--- config.mk ---
export PLATFORM = sky130hd
export DESIGN_NAME = add_arbiter
export DESIGN_NICKNAME = d
export VERILOG_FILES = /design/src/rtl/add_arb_pkg.sv /design/src/rtl/add_arbiter_rr_arbiter.sv /design/src/rtl/add_arbiter.sv
export SDC_FILE = /design/constraint.sdc
export NUM_CORES = 1
export LEC_CHECK = 0
export ABC_CLOCK_PERIOD_IN_PS = 10400
export CAP_MARGIN = 30
export CORE_AREA = 2 2 146 148
export DETAILED_ROUTE_END_ITERATION = 7
export DIE_AREA = 0 0 148 150
export PLACE_DENSITY = 0.52
export REMOVE_ABC_BUFFERS = 1
export SYNTH_ARGS = -nofsm -noshare
export SYNTH_HDL_FRONTEND = slang
export SYNTH_SLANG_ARGS = --single-unit
--- constraint.sdc ---
create_clock -name clk -period 10.4 [get_ports clk]
set_clock_uncertainty 0.2 [all_clocks]
set_input_delay 3.12 -clock clk [delete_from_list [all_inputs] [get_ports clk]]
set_output_delay 3.12 -clock clk [all_outputs]
set_load 0.02 [all_outputs]
--- src/rtl/add_arb_pkg.sv ---
// Shared constants, helpers and response record for the fp16 adder arbiter.
package add_arb_pkg;

  localparam int FP16_W = 16;

  // Requester-ID width: $clog2 of the requester count, never below one bit.
  function automatic int id_w(input int n);
    return (n <= 2) ? 1 : $clog2(n);
  endfunction

  // Response record at the default configuration (4 requesters, 23-bit info).
  // The top builds the same layout from its own parameters.
  typedef struct packed {
    logic [0:0]        id_msb;
    logic [0:0]        id_lsb;
    logic [22:0]       info;
    logic [FP16_W-1:0] sum;
  } rsp_default_t;

endpackage

--- src/rtl/add_arbiter_rr_arbiter.sv ---
// Round-robin arbiter: grants the first requester at or after the priority pointer.
module rr_arbiter
  import add_arb_pkg::*;
#(
  parameter int NUM_REQ = 4,
  parameter int ID_W    = id_w(NUM_REQ)
) (
  input  logic               clk,
  input  logic               rst_n,
  input  logic [NUM_REQ-1:0] req,
  input  logic               en,
  output logic [NUM_REQ-1:0] gnt,
  output logic [ID_W-1:0]    gnt_id
);

  logic [ID_W-1:0] ptr;
  int              best;
  int              best_dist;
  logic            found;

  // Distance of requester i from the pointer, counting upward with wrap-around.
  function automatic int dist_of(input int i, input int p);
    int d;
    d = i - p;
    if (d < 0) d += NUM_REQ;
    return d;
  endfunction

  // NOTE: every variable written here gets a default first, so no path leaves
  // it unassigned and no latch is inferred.
  always_comb begin
    best      = 0;
    best_dist = NUM_REQ;
    found     = 1'b0;
    gnt       = '0;
    for (int i = 0; i < NUM_REQ; i++) begin
      if (en && req[i] && (dist_of(i, int'(ptr)) < best_dist)) begin
        best_dist = dist_of(i, int'(ptr));
        best      = i;
        found     = 1'b1;
      end
    end
    for (int i = 0; i < NUM_REQ; i++) begin
      gnt[i] = found && (i == best);
    end
    gnt_id = ID_W'(best);
  end

  // NOTE: state registers use non-blocking assignments so every flop samples
  // the pre-edge values regardless of statement order.
  always_ff @(posedge clk or negedge rst_n) begin
    if (!rst_n) begin
      ptr <= '0;
    end else if (found) begin
      ptr <= (gnt_id == ID_W'(NUM_REQ - 1)) ? '0 : gnt_id + ID_W'(1);
    end
  end

endmodule

--- src/rtl/add_arbiter.sv ---
// Shares one combinational fp16 adder among NUM_REQ requesters with a registered response.
// Optional perf counters are built when ADD_ARB_PERF_EN is defined.
module add_arbiter
  import add_arb_pkg::*;
#(
  parameter  int NUM_REQ    = 4,
  parameter  int INFO_WIDTH = 23,
  localparam int ID_W       = id_w(NUM_REQ)
) (
  input  logic                          clk,
  input  logic                          rst_n,
  input  logic [NUM_REQ-1:0]            req_vld,
  output logic [NUM_REQ-1:0]            req_rdy,
  input  logic [NUM_REQ*FP16_W-1:0]     req_data0,
  input  logic [NUM_REQ*FP16_W-1:0]     req_data1,
  input  logic [NUM_REQ*INFO_WIDTH-1:0] req_info,
  output logic                          add_in_vld,
  output logic [FP16_W-1:0]             add_data0,
  output logic [FP16_W-1:0]             add_data1,
  output logic [INFO_WIDTH+ID_W-1:0]    add_info_in,
  input  logic                          add_out_vld,
  input  logic [INFO_WIDTH+ID_W-1:0]    add_info_out,
  input  logic [FP16_W-1:0]             add_sum,
  output logic                          rsp_vld,
  input  logic                          rsp_rdy,
  output logic [ID_W-1:0]               rsp_id,
  output logic [INFO_WIDTH-1:0]         rsp_info,
  output logic [FP16_W-1:0]             rsp_sum
`ifdef ADD_ARB_PERF_EN
  ,
  output logic [31:0]                   perf_op_cnt,
  output logic [31:0]                   perf_stall_cnt
`endif
);

  typedef struct packed {
    logic [ID_W-1:0]       id;
    logic [INFO_WIDTH-1:0] info;
    logic [FP16_W-1:0]     sum;
  } rsp_t;

  logic               can_issue;
  logic [NUM_REQ-1:0] gnt;
  logic [ID_W-1:0]    gnt_id;
  logic [INFO_WIDTH-1:0] gnt_info;
  rsp_t               rsp_q;

  // The response slot is free when empty or being drained this cycle.
  assign can_issue = !rsp_vld || rsp_rdy;

  rr_arbiter #(
    .NUM_REQ (NUM_REQ),
    .ID_W    (ID_W)
  ) u_rr_arbiter (
    .clk    (clk),
    .rst_n  (rst_n),
    .req    (req_vld),
    .en     (can_issue),
    .gnt    (gnt),
    .gnt_id (gnt_id)
  );

  assign req_rdy    = gnt;
  assign add_in_vld = |(req_vld & req_rdy);

  always_comb begin
    add_data0 = '0;
    add_data1 = '0;
    gnt_info  = '0;
    for (int i = 0; i < NUM_REQ; i++) begin
      if (gnt[i]) begin
        add_data0 = req_data0[FP16_W*i +: FP16_W];
        add_data1 = req_data1[FP16_W*i +: FP16_W];
        gnt_info  = req_info[INFO_WIDTH*i +: INFO_WIDTH];
      end
    end
  end

  assign add_info_in = add_in_vld ? {gnt_id, gnt_info} : '0;

  always_ff @(posedge clk or negedge rst_n) begin
    if (!rst_n) begin
      rsp_vld <= 1'b0;
      rsp_q   <= '0;
    end else if (add_out_vld) begin
      rsp_vld    <= 1'b1;
      rsp_q.id   <= add_info_out[INFO_WIDTH +: ID_W];
      rsp_q.info <= add_info_out[INFO_WIDTH-1:0];
      rsp_q.sum  <= add_sum;
    end else if (rsp_rdy) begin
      rsp_vld <= 1'b0;
    end
  end

  assign rsp_id   = rsp_q.id;
  assign rsp_info = rsp_q.info;
  assign rsp_sum  = rsp_q.sum;

`ifdef ADD_ARB_PERF_EN
  always_ff @(posedge clk or negedge rst_n) begin
    if (!rst_n) begin
      perf_op_cnt    <= '0;
      perf_stall_cnt <= '0;
    end else begin
      if (add_in_vld)              perf_op_cnt    <= perf_op_cnt + 32'd1;
      if (|req_vld && !can_issue)  perf_stall_cnt <= perf_stall_cnt + 32'd1;
    end
  end
`else
  // Counters and their ports are omitted in this build.
`endif

`ifndef SYNTHESIS
  a_rdy_onehot0 : assert property (@(posedge clk) disable iff (!rst_n) $onehot0(req_rdy));
  a_rsp_stable  : assert property (@(posedge clk) disable iff (!rst_n)
                    (rsp_vld && !rsp_rdy) |=> (rsp_vld && $stable(rsp_q)));
`endif

endmodule

**Run 1: M3 wires**

Scale: 3 px per µm.
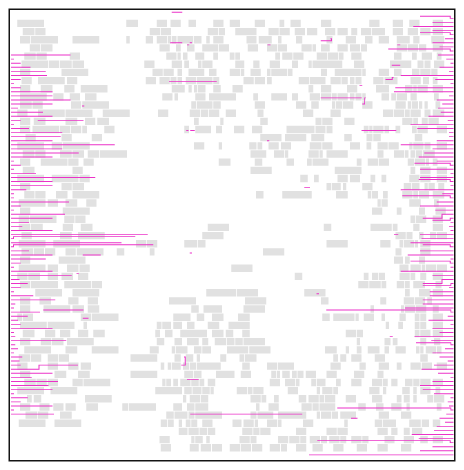
- nets with wire on the layer: 214
- wire length on this layer: 2010 µm
- longest straight run: 47.8 µm
- share of all routed wire: 9.2%
- main direction: horizontal
DRT Wirelength: 21700 µm
Vias: 5079
met3 GRT Util: 0.0637

**Run 1: M4 wires**

Scale: 2 px per µm. Supply wires on this layer in grey.
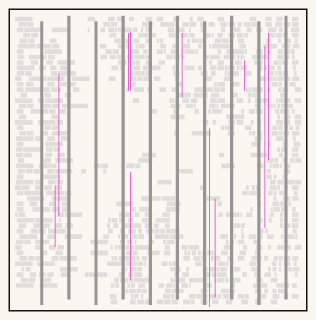
- main direction: vertical
- wire length on this layer: 552 µm
- nets with wire on the layer: 11
- longest straight run: 90.4 µm

==> results.tsv, run 1 <==
metric	value	unit
status	finished clean	
numSequentialCells	44	
p_int	0.00105	W
finalNetCount	1100	
synth_async_sr_flop_share	1.00	
power.group.top	combinational logic	
fin_crit	10270	ps
ys_sh_adder	0.0144	
layout_top_cell	clkdlybuf4s50_1	
ff_type	dfrtp_1	
worstPathArrival	6950	ps
cp-endpoint	add_info_in[13]	
worst_path_most_repeated_cell	ha_4	
min_path_type	flop to flop	
drive_above_1_share	0.293	
hold_viol	0	
max-clock-path-buffers	2	
clockRootBuffer	clkbuf_16	
mostFrequentLayoutCells	309 x clkdlybuf4s50_1, 66 x buf_4, 59 x nand2_1	
grt_max_degree	45	
grt_pass1_vias	5153	
hpwlAfterDp	16300	µm
ys_chip_area	3470	µm²
antenna_found_initial	1	
p_leak	3.34	nW
n_all_buffers	454	
drc_errors	0	
pg_seq	0.000205	W
ir_drop	0.132	mV
fillers	2095	
fmax	97.4	MHz
worst-r2r-setup-slack	6850	ps
logic_area	2430	µm²
r2r_start	u_rr_arbiter.ptr[0]	
clock_cell_area_share	0.0156	
fp_util	0.168	
p_comb_frac	0.818	
comb_cell_power	0.00160	W
inv_count	8	
holdPathStages	1	
setup_viol	0	
ys_cells	409	
placed_cells	1068	
yosys.area_share.aoi	0.275	
die_h	150	µm
sh_comb_area	0.284	
relSlewSlack	0.385	
syn_inst	409	
ys_warn_count	0	
path_class	input port to output port	
seq_power_share	0.105	
synth.avg_cell_area	8.50	µm²
place.gp.congestion	0.831	
logic_gate_count	314	
ys_ff	44	
worst-path-stages	27	
core_area	20700	µm²
ant_nets	0	
cp_max_fo	4	
critPathRequiredTime	7080	ps
chipArea	22200	µm²
wl_per_cell	19.7	µm
synth-edff-count	0	
syn_area	3470	µm²
dr.pass1.iters	4	
startpoint	req_vld[0]	
synth_cell_type_count	42	
track_usage	0.179	
tool_warnings	26	
synth.comb.largest_family	AND-OR/OR-AND gates	
post_drt_via_cell_ratio	4.60	
areaGrowthSynthToFinish	147	%
n_tap_cell	275	
die_w	148	µm
ys_sh_simple	0.181	
r2r-end	u_rr_arbiter.ptr[1]	
yosysTopAreaCell	dfrtp_1	
seq_area	1100	µm²
place_ws	-712	ps
crit_path_max_incr_delay	300	ps
clkTransAtPathRegs	60	ps
critical-path-top-delay-family	AND-OR/OR-AND gates	
critical-path-slowest-cell	a311oi_4	
grt_overflow_total	0	
stdcell_count	1103	
cts_setup_buffers	12	
p_clk	0.000150	W
ys_sh_mux	0.136	
start_kind	input port	
common_cells	62 x nand2_1, 58 x nand3_1, 56 x o22ai_1, 44 x dfrtp_1, 41 x mux2_2	
numCtsBuffers	5	
topCellsByArea	dfrtp_1 32%, mux2_2 13%, o22ai_1 10%, nand3_1 8.4%, nand2_1 6.7%	
yosys.stat.seqShare	0.317	
cts_hold_buffers	0	
sh_seq_area	0.128	
p_per_area	229	nW/µm²
post_cts_resized	262	
tightest_slew	923	ps
r2r_cells	17	
initialDrtViolationCount	99	
fin_ws	133	ps
ys_sh_xor	0.00252	
finalCritPeriodShare	0.987	
dominant_cells	non-clock buffers	
numPortBuffers	372	
p_sw_frac	0.463	
clock_sinks	44	
cts_tree	done	
top_area_frac	0.317	
maxSlewViolCount	0	
top_cell	nand2_1	
power_switching	0.000907	W
io_pins	373	
hp-start	rsp_id[1]	
grt_pass1_wl	30600	µm
fin_util	0.414	
end_kind	output port	
buf_share	0.528	
maxCapViolations	0	
row_count	53	
**Run 1: the clock network**

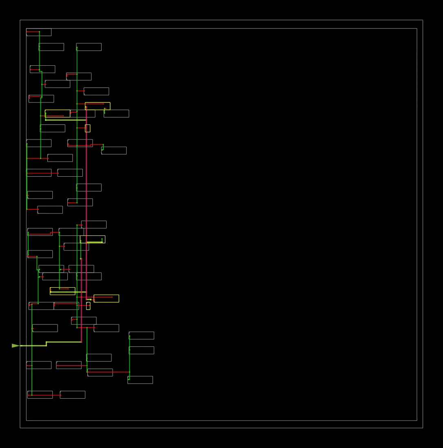
clock buf count: 6
Latency at later pin: 290 ps

[run 1: metrics by stage]
step           power, W  setup TNS [ps]  cell area [µm²]  hold slack, ps
2_1_floorplan  0.000842          -89440             3250             392
3_3_place_gp    0.00167          -40290             7880             289
3_5_place_dp    0.00168          -30050             7900             295
4_1_cts         0.00189               0             8310             308
5_1_grt         0.00208           -84.4             8570             315
6_report        0.00196               0             8570             303
[run 1: registers in the layout, summed over array words and instances (netlist names)]
| register | count |
|---|---|
| u_rr_arbiter.ptr | 2 |
| rsp_info | 23 |
| rsp_vld | 1 |
| rsp_id | 2 |
| rsp_sum | 16 |
[run 1: per-layer routing]
metal,track usage,part of all wire,vias to the layer above
li1,-,-,2413
met1,0.185,0.36,2403
met2,0.335,0.52,238
met3,0.0637,0.092,25
met4,0.0614,0.025,0
met5,0,0,-
--- run 2 (diff from run 1) ---
Settings changed: CELL_PAD_IN_SITES_DETAIL_PLACEMENT from default to 1, CELL_PAD_IN_SITES_GLOBAL_PLACEMENT from default to 1, CORE_AREA 2 2 146 148 to 2 2 147 149, DIE_AREA 0 0 148 150 to 0 0 149 151, PLACE_DENSITY 0.52 to 0.74.
**Run 2: a small window of the routed layout**

Region (87, 88) to (137, 138) µm. Cells in grey, sequential cells in the stronger grey; small squares are vias.
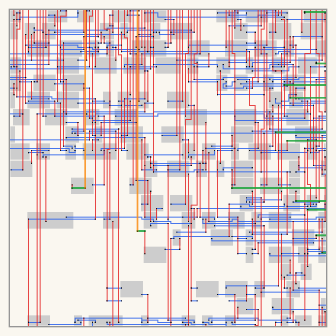
- metal 3: green
- metal 4: orange
- metal 1: blue
- metal 2: red
- sequential cells in the window: 0
- most frequent: clkdlybuf4s50_1 (51), nand3_1 (18), nand2_1 (14)
- cells with their middle in the window: 128

==> results.tsv, run 2 <==
metric	value	unit	change
status	finished clean		unchanged
core_area	20800	µm²	was 20700 µm²
clkTransAtPathRegs	60	ps	about the same
r2r_start	u_rr_arbiter.ptr[0]		unchanged
min_path_type	flop to flop		unchanged
mostFrequentLayoutCells	310 x clkdlybuf4s50_1, 58 x nand2_1, 56 x nand3_1		was 309 x clkdlybuf4s50_1, 66 x buf_4, 59 x nand2_1
die_h	151	µm	was 150 µm
stdcell_count	1083		was 1103
antenna_found_initial	1		unchanged
worst-r2r-setup-slack	6800	ps	was 6850 ps
drc_errors	0		unchanged
max-clock-path-buffers	2		unchanged
ff_type	dfrtp_1		unchanged
tightest_slew	942	ps	was 923 ps
startpoint	rsp_rdy		was req_vld[0]
synth.avg_cell_area	8.50	µm²	unchanged
num-clock-buffers	5		was 6
vias	4981		was 5079
n_all_buffers	430		was 454
power.total	0.00187	W	was 0.00196 W
clock_cell_area_share	0.0263		was 0.0156
seq_area	1100	µm²	unchanged
holdPathStages	1		unchanged
die_w	149	µm	was 148 µm
layout_top_cell	clkdlybuf4s50_1		unchanged
sh_comb_area	0.284		about the same
dominant_cells	non-clock buffers		unchanged
cp-endpoint	add_info_in[1]		was add_info_in[13]
areaGrowthSynthToFinish	135	%	was 147%
end_kind	output port		unchanged
synth_async_sr_flop_share	1.00		unchanged
sh_seq_area	0.135		was 0.128
numPortBuffers	372		unchanged
place_ws	-580	ps	was -712 ps
fin_ws	167	ps	was 133 ps
cts_hold_buffers	0		unchanged
maxSlewViolCount	0		unchanged
tool_warnings	26		unchanged
fin_util	0.392		was 0.414
place.gp.congestion	0.761		was 0.831
ys_ff	44		unchanged
initialDrtViolationCount	100		was 99
fp_util	0.167		was 0.168
critPathRequiredTime	7080	ps	about the same
row_count	53		unchanged
grt_pass1_wl	31600	µm	was 30600 µm
worstPathArrival	6910	ps	was 6950 ps
ys_chip_area	3470	µm²	unchanged
clockRootBuffer	clkbuf_16		unchanged
start_kind	input port		unchanged
drive_above_1_share	0.259		was 0.293
clock_sinks	44		unchanged
logic_area	2320	µm²	was 2430 µm²
critical-path-slowest-cell	clkdlybuf4s50_1		was a311oi_4
cts_setup_buffers	6		was 12
cts_tree	done		unchanged
grt_pass1_vias	5586		was 5153
hold_viol	0		unchanged
critical-path-top-delay-family	AND-OR/OR-AND gates		unchanged
syn_area	3470	µm²	unchanged
worst-path-stages	22		was 27
wl_per_cell	20.2	µm	was 19.7 µm
grt_max_degree	43		was 45
maxCapViolations	0		unchanged
hpwlAfterDp	17100	µm	was 16300 µm
ant_nets	0		unchanged
ys_warn_count	0		unchanged
dr.pass1.iters	4		unchanged
top_cell	nand2_1		unchanged
hp-start	rsp_info[1]		was rsp_id[1]
## run 2: cell counts after synthesis
Identical to the previous run, type by type.
## run 2: cells by family after synthesis
| kind of cell | share of synthesized area |
|---|---|
| DFF | 0.317 |
| and+or+nand+nor | 0.181 |
| adders and majority gates | 0.0144 |
| buffers and inverters | 0.0735 |
| AOI/OAI and AO/OA | 0.275 |
| xor gates and xnor gates | 0.00252 |
| muxes | 0.136 |
## run 2: report_power, final
group	total [W]	internal (W)	switching, W	leakage [nW]
combinational	0.00144	0.000653	0.000783	2.56
clock	0.000230	0.000162	0.0000677	0.104
sequential	0.000207	0.000191	0.0000165	0.514
total	0.00187	0.00101	0.000867	3.18
## run 2: routing by layer
layer  wire length [µm]  track usage
met1               7930        0.191
met2              11500        0.346
met3               2120       0.0593
met4                290       0.0471
met5                  0            0
Power and IR drop assume default switching activity.
